[src/rtl/scurve_pkg.sv]
// Shared types and constants for the S-curve scan controller slice.
package scurve_pkg;

  localparam int DAC_WIDTH_DEF  = 10;
  localparam int WORDS_PER_STEP = 3;

  typedef enum logic [3:0] {
    ST_IDLE   = 4'd0,
    ST_CLEAR  = 4'd1,
    ST_LOAD   = 4'd2,
    ST_SETTLE = 4'd3,
    ST_RUN    = 4'd4,
    ST_WR0    = 4'd5,
    ST_WR1    = 4'd6,
    ST_WR2    = 4'd7,
    ST_NEXT   = 4'd8,
    ST_DONE   = 4'd9
  } scan_state_e;

endpackage

[src/rtl/scurve_scan_ctrl_if.sv]
// Readout stream towards the FIFO: 16-bit words with a valid/ready handshake.
interface scurve_scan_ctrl_if;

  logic [15:0] out_data;
  logic        out_valid;
  logic        out_ready;

  modport master (output out_data, output out_valid, input out_ready);
  modport slave  (input out_data, input out_valid, output out_ready);

endinterface

[src/rtl/scurve_settle_timer.sv]
// 16-bit load/countdown timer; done_o is high while the count sits at zero.
module scurve_settle_timer (
  input  logic        Clk,
  input  logic        reset_n,
  input  logic        load_i,
  input  logic [15:0] load_val_i,
  output logic        done_o
);

  logic [15:0] count_q;
  logic [15:0] count_d;

  // Next count: load wins, otherwise count down and stick at zero.
  always_comb begin
    count_d = count_q;
    if (load_i) begin
      count_d = load_val_i;
    end else if (count_q != 16'd0) begin
      count_d = count_q - 16'd1;
    end else begin
      count_d = count_q;
    end
  end

  // Count register.
  always_ff @(posedge Clk or negedge reset_n) begin
    if (!reset_n) begin
      count_q <= 16'd0;
    end else begin
      count_q <= count_d;
    end
  end

  assign done_o = (count_q == 16'd0);

endmodule

[src/rtl/scurve_scan_ctrl.sv]
// Sweeps the threshold DAC code and streams one (code, pulse, trigger)
// word triple per step to the readout FIFO.
module scurve_scan_ctrl
  import scurve_pkg::*;
#(
  parameter int DAC_WIDTH     = DAC_WIDTH_DEF,
  parameter int SETTLE_CYCLES = 1000,
  parameter int CLR_CYCLES    = 2
) (
  input  logic                 Clk,
  input  logic                 reset_n,
  input  logic                 scan_start_i,
  input  logic                 scan_abort_i,
  input  logic [DAC_WIDTH-1:0] dac_start_i,
  input  logic [DAC_WIDTH-1:0] dac_end_i,
  input  logic [DAC_WIDTH-1:0] dac_step_i,
  input  logic [15:0]          cpt_pulse_i,
  input  logic [15:0]          cpt_trigger_i,
  input  logic                 cpt_done_i,
  output logic                 count_rst_n_o,
  output logic                 test_start_o,
  output logic [DAC_WIDTH-1:0] dac_code_o,
  output logic                 dac_load_o,
  output logic                 scan_busy_o,
  output logic                 scan_done_o,
  scurve_scan_ctrl_if.master   out_if
);

  // Timers are loaded with N-1 so that the waiting state lasts exactly N cycles.
  localparam logic [15:0]          CLR_LOAD    = 16'(CLR_CYCLES - 1);
  localparam logic [15:0]          SETTLE_LOAD = 16'(SETTLE_CYCLES - 1);
  localparam logic [DAC_WIDTH-1:0] CODE_ZERO   = {DAC_WIDTH{1'b0}};
  localparam logic [DAC_WIDTH-1:0] STEP_ONE    = {{(DAC_WIDTH-1){1'b0}}, 1'b1};

  scan_state_e          state_q, state_d;
  logic [DAC_WIDTH-1:0] dac_code_q, dac_code_d;
  logic [DAC_WIDTH-1:0] end_q, end_d;
  logic [DAC_WIDTH-1:0] step_q, step_d;
  logic [15:0]          pulse_q, pulse_d;
  logic [15:0]          trig_q, trig_d;
  logic                 count_rst_n_q, count_rst_n_d;
  logic                 test_start_q, test_start_d;
  logic                 dac_load_q, dac_load_d;
  logic [15:0]          out_data_q, out_data_d;
  logic                 out_valid_q, out_valid_d;
  logic                 scan_busy_q, scan_busy_d;
  logic                 scan_done_q, scan_done_d;

  logic [DAC_WIDTH:0]   nxt_s;
  logic                 xfer_s;
  logic                 timer_load_s;
  logic [15:0]          timer_val_s;
  logic                 timer_done_s;

  scurve_settle_timer u_timer (
    .Clk        (Clk),
    .reset_n    (reset_n),
    .load_i     (timer_load_s),
    .load_val_i (timer_val_s),
    .done_o     (timer_done_s)
  );

  assign xfer_s = out_valid_q & out_if.out_ready;
  assign nxt_s  = {1'b0, dac_code_q} + {1'b0, step_q};

  // Next state, scan latches, timer control and next registered outputs.
  always_comb begin
    state_d      = state_q;
    dac_code_d   = dac_code_q;
    end_d        = end_q;
    step_d       = step_q;
    pulse_d      = pulse_q;
    trig_d       = trig_q;
    out_data_d   = out_data_q;
    timer_load_s = 1'b0;
    timer_val_s  = CLR_LOAD;

    if (scan_abort_i && (state_q != ST_IDLE)) begin
      state_d = ST_IDLE;
    end else begin
      case (state_q)
        ST_IDLE: begin
          if (scan_start_i && !scan_abort_i) begin
            state_d    = ST_CLEAR;
            dac_code_d = dac_start_i;
            end_d      = dac_end_i;
            step_d     = (dac_step_i == CODE_ZERO) ? STEP_ONE : dac_step_i;
          end else begin
            state_d = ST_IDLE;
          end
        end
        ST_CLEAR:  state_d = timer_done_s ? ST_LOAD : ST_CLEAR;
        ST_LOAD:   state_d = ST_SETTLE;
        ST_SETTLE: state_d = timer_done_s ? ST_RUN : ST_SETTLE;
        ST_RUN: begin
          if (cpt_done_i) begin
            state_d = ST_WR0;
            pulse_d = cpt_pulse_i;
            trig_d  = cpt_trigger_i;
          end else begin
            state_d = ST_RUN;
          end
        end
        ST_WR0: state_d = xfer_s ? ST_WR1 : ST_WR0;
        ST_WR1: state_d = xfer_s ? ST_WR2 : ST_WR1;
        ST_WR2: state_d = xfer_s ? ST_NEXT : ST_WR2;
        ST_NEXT: begin
          // nxt_s carries one extra bit so a wrap past the top code ends the sweep.
          if ((dac_code_q >= end_q) || (nxt_s > {1'b0, end_q}) || nxt_s[DAC_WIDTH]) begin
            state_d = ST_DONE;
          end else begin
            state_d    = ST_CLEAR;
            dac_code_d = nxt_s[DAC_WIDTH-1:0];
          end
        end
        ST_DONE: state_d = ST_IDLE;
        default: state_d = ST_IDLE;
      endcase
    end

    if ((state_d == ST_CLEAR) && (state_q != ST_CLEAR)) begin
      timer_load_s = 1'b1;
      timer_val_s  = CLR_LOAD;
    end else if ((state_d == ST_SETTLE) && (state_q != ST_SETTLE)) begin
      timer_load_s = 1'b1;
      timer_val_s  = SETTLE_LOAD;
    end else begin
      timer_load_s = 1'b0;
      timer_val_s  = CLR_LOAD;
    end

    count_rst_n_d = (state_d != ST_CLEAR);
    test_start_d  = (state_d == ST_RUN);
    dac_load_d    = (state_d == ST_LOAD);
    out_valid_d   = (state_d == ST_WR0) || (state_d == ST_WR1) || (state_d == ST_WR2);
    scan_busy_d   = (state_d != ST_IDLE);
    scan_done_d   = (state_d == ST_DONE);

    case (state_d)
      ST_WR0:  out_data_d = 16'(dac_code_d);
      ST_WR1:  out_data_d = pulse_d;
      ST_WR2:  out_data_d = trig_d;
      default: out_data_d = out_data_q;
    endcase
  end

  // State, scan latches and all output registers.
  always_ff @(posedge Clk or negedge reset_n) begin
    if (!reset_n) begin
      state_q       <= ST_IDLE;
      dac_code_q    <= CODE_ZERO;
      end_q         <= CODE_ZERO;
      step_q        <= CODE_ZERO;
      pulse_q       <= 16'd0;
      trig_q        <= 16'd0;
      count_rst_n_q <= 1'b1;
      test_start_q  <= 1'b0;
      dac_load_q    <= 1'b0;
      out_data_q    <= 16'd0;
      out_valid_q   <= 1'b0;
      scan_busy_q   <= 1'b0;
      scan_done_q   <= 1'b0;
    end else begin
      state_q       <= state_d;
      dac_code_q    <= dac_code_d;
      end_q         <= end_d;
      step_q        <= step_d;
      pulse_q       <= pulse_d;
      trig_q        <= trig_d;
      count_rst_n_q <= count_rst_n_d;
      test_start_q  <= test_start_d;
      dac_load_q    <= dac_load_d;
      out_data_q    <= out_data_d;
      out_valid_q   <= out_valid_d;
      scan_busy_q   <= scan_busy_d;
      scan_done_q   <= scan_done_d;
    end
  end

  assign count_rst_n_o    = count_rst_n_q;
  assign test_start_o     = test_start_q;
  assign dac_code_o       = dac_code_q;
  assign dac_load_o       = dac_load_q;
  assign scan_busy_o      = scan_busy_q;
  assign scan_done_o      = scan_done_q;
  assign out_if.out_data  = out_data_q;
  assign out_if.out_valid = out_valid_q;

endmodule

[src/flat_wrapper.sv]
// flat-port wrapper written by rule: the top's interface ports become plain ports
module scurve_scan_ctrl_flat import scurve_pkg::*;
#(
  parameter int DAC_WIDTH     = DAC_WIDTH_DEF,
  parameter int SETTLE_CYCLES = 1000,
  parameter int CLR_CYCLES    = 2
)
  (Clk, reset_n, scan_start_i, scan_abort_i, dac_start_i, dac_end_i, dac_step_i, cpt_pulse_i, cpt_trigger_i, cpt_done_i, count_rst_n_o, test_start_o, dac_code_o, dac_load_o, scan_busy_o, scan_done_o, out_if_out_data, out_if_out_valid, out_if_out_ready);
  scurve_scan_ctrl_if out_if_i ();
  input  logic Clk;
  input  logic reset_n;
  input  logic scan_start_i;
  input  logic scan_abort_i;
  input  logic [DAC_WIDTH-1:0] dac_start_i;
  input  logic [DAC_WIDTH-1:0] dac_end_i;
  input  logic [DAC_WIDTH-1:0] dac_step_i;
  input  logic [15:0] cpt_pulse_i;
  input  logic [15:0] cpt_trigger_i;
  input  logic cpt_done_i;
  output logic count_rst_n_o;
  output logic test_start_o;
  output logic [DAC_WIDTH-1:0] dac_code_o;
  output logic dac_load_o;
  output logic scan_busy_o;
  output logic scan_done_o;
  output wire logic [$bits(out_if_i.out_data)-1:0] out_if_out_data;
  output wire logic [$bits(out_if_i.out_valid)-1:0] out_if_out_valid;
  input wire logic [$bits(out_if_i.out_ready)-1:0] out_if_out_ready;
  assign out_if_out_data = out_if_i.out_data;
  assign out_if_out_valid = out_if_i.out_valid;
  assign out_if_i.out_ready = out_if_out_ready;
  scurve_scan_ctrl #(.DAC_WIDTH(DAC_WIDTH), .SETTLE_CYCLES(SETTLE_CYCLES), .CLR_CYCLES(CLR_CYCLES)) u_core (.Clk(Clk), .reset_n(reset_n), .scan_start_i(scan_start_i), .scan_abort_i(scan_abort_i), .dac_start_i(dac_start_i), .dac_end_i(dac_end_i), .dac_step_i(dac_step_i), .cpt_pulse_i(cpt_pulse_i), .cpt_trigger_i(cpt_trigger_i), .cpt_done_i(cpt_done_i), .count_rst_n_o(count_rst_n_o), .test_start_o(test_start_o), .dac_code_o(dac_code_o), .dac_load_o(dac_load_o), .scan_busy_o(scan_busy_o), .scan_done_o(scan_done_o), .out_if(out_if_i));
endmodule
[config.mk]
export PLATFORM = sky130hd
export DESIGN_NAME = scurve_scan_ctrl_flat
export DESIGN_NICKNAME = d
export VERILOG_FILES = /design/src/rtl/scurve_pkg.sv /design/src/rtl/scurve_scan_ctrl_if.sv /design/src/rtl/scurve_settle_timer.sv /design/src/rtl/scurve_scan_ctrl.sv /design/src/flat_wrapper.sv
export SDC_FILE = /design/constraint.sdc
export NUM_CORES = 1
export LEC_CHECK = 0
export CAP_MARGIN = 5
export CORE_ASPECT_RATIO = 1.1
export CORE_UTILIZATION = 48
export DETAILED_ROUTE_END_ITERATION = 12
export GPL_ROUTABILITY_DRIVEN = 0
export PLACE_DENSITY = 0.82
export SYNTH_ARGS = -nofsm -noshare
export SYNTH_HDL_FRONTEND = slang
export SYNTH_SLANG_ARGS = --single-unit
[constraint.sdc]
create_clock -name Clk -period 4 [get_ports Clk]
set_clock_uncertainty 0.05 [all_clocks]
set_input_delay 0.6 -clock Clk [delete_from_list [all_inputs] [get_ports Clk]]
set_output_delay 0.6 -clock Clk [all_outputs]
set_load 0.05 [all_outputs]
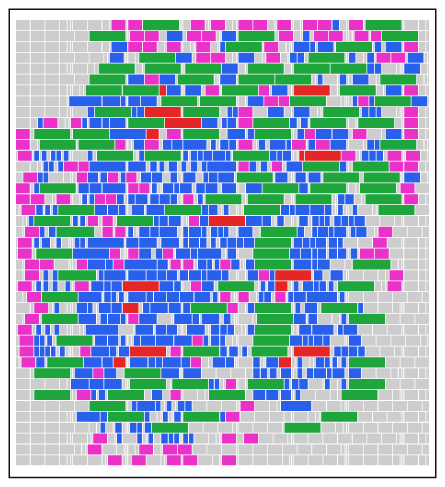
placement_by_type.png
(4 px per µm) Fill, decap, tap and diode cells in grey.
Blue shows combinational and other logic, cells 463, share of their area 43%. Red shows clock drivers and dummy loads, cells 16, share of their area 3.8%. Magenta shows remaining buffers and delay cells, cells 143, share of their area 18%. Green shows sequential cells, cells 104, share of their area 35%.

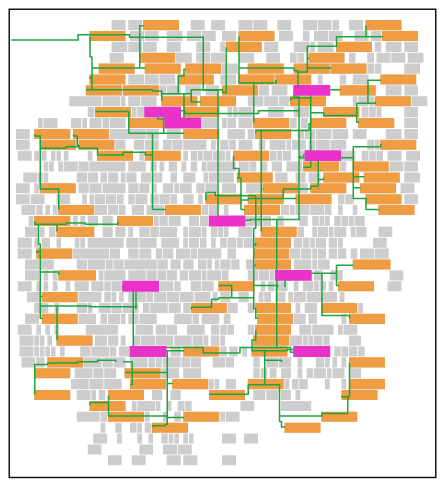
clk_routes.png
(4 px per µm)
Magenta shows clock drivers, count 9. Green shows clock wires, length 1250 µm. Orange shows flip-flops, count 104.
There are 10 routed clock nets.

==> results.yml <==
# implementation run metrics
yosys:
  netlist_area_mm2: 0.00574
  ys_seq_share_pct: 45.4
  ys_sh_xor_pct: 3.05
  yosysMostFrequentCell: "dfrtp_1"
  ys_cells: 589
  topCellsByArea: "dfrtp_1 (45%), ha_1 (6.8%), nand2_1 (6.2%)"
  syn_area_per_cell_um2: 9.74
  ys_area_mm2: 0.00574
  fp_nets: 689
  ys_sh_adder_pct: 7.11
  numSynthFlops: 104
finish:
  comb_area_share_pct: 40.7
  clkCellAreaFrac_pct: 3.69
  n_clock_buffer: 10
  area_growth_pct: 32.4
  instances_no_fill: 876
  logic_area_mm2: 0.00309
  layout.nets: 821
sta:
  setup_viol: 7
  postLayoutSetupSlackWorst_ns: -0.122
  period_used_pct: 103
  report.final.slew_viol_count: 0
critical_path:
  regToRegSetupSlack_ns: -0.12
  cp.arrival_ns: 4.32
  worstSetupPathType: "reg -> reg"
  end_kind: "flop"
  rr_worst_depth: 17
  cp-startpoint: "u_core.step_q[1]"
floorplan:
  dieArea_mm2: 0.0124
  boundaryPins: 100
  num_tap_cells: 150
drt:
  avgViaCountPerCell: 5.98
  maxUsedRoutingLayer: "met4"
  wl_met2_um: 8690
cts:
  cts_resized: 3
run_status:
  status: "finished with violations"
  violations: "negative setup slack"
power:
  p_comb_share_pct: 63.1
  p_leak_nw: 3.44
grt:
  grt_util_met2_pct: 47.1
  grt_use_met1_pct: 31.4
flow_run:
  tool_warnings: 28
No activity file was given, so power comes from the tool's default toggle rates.
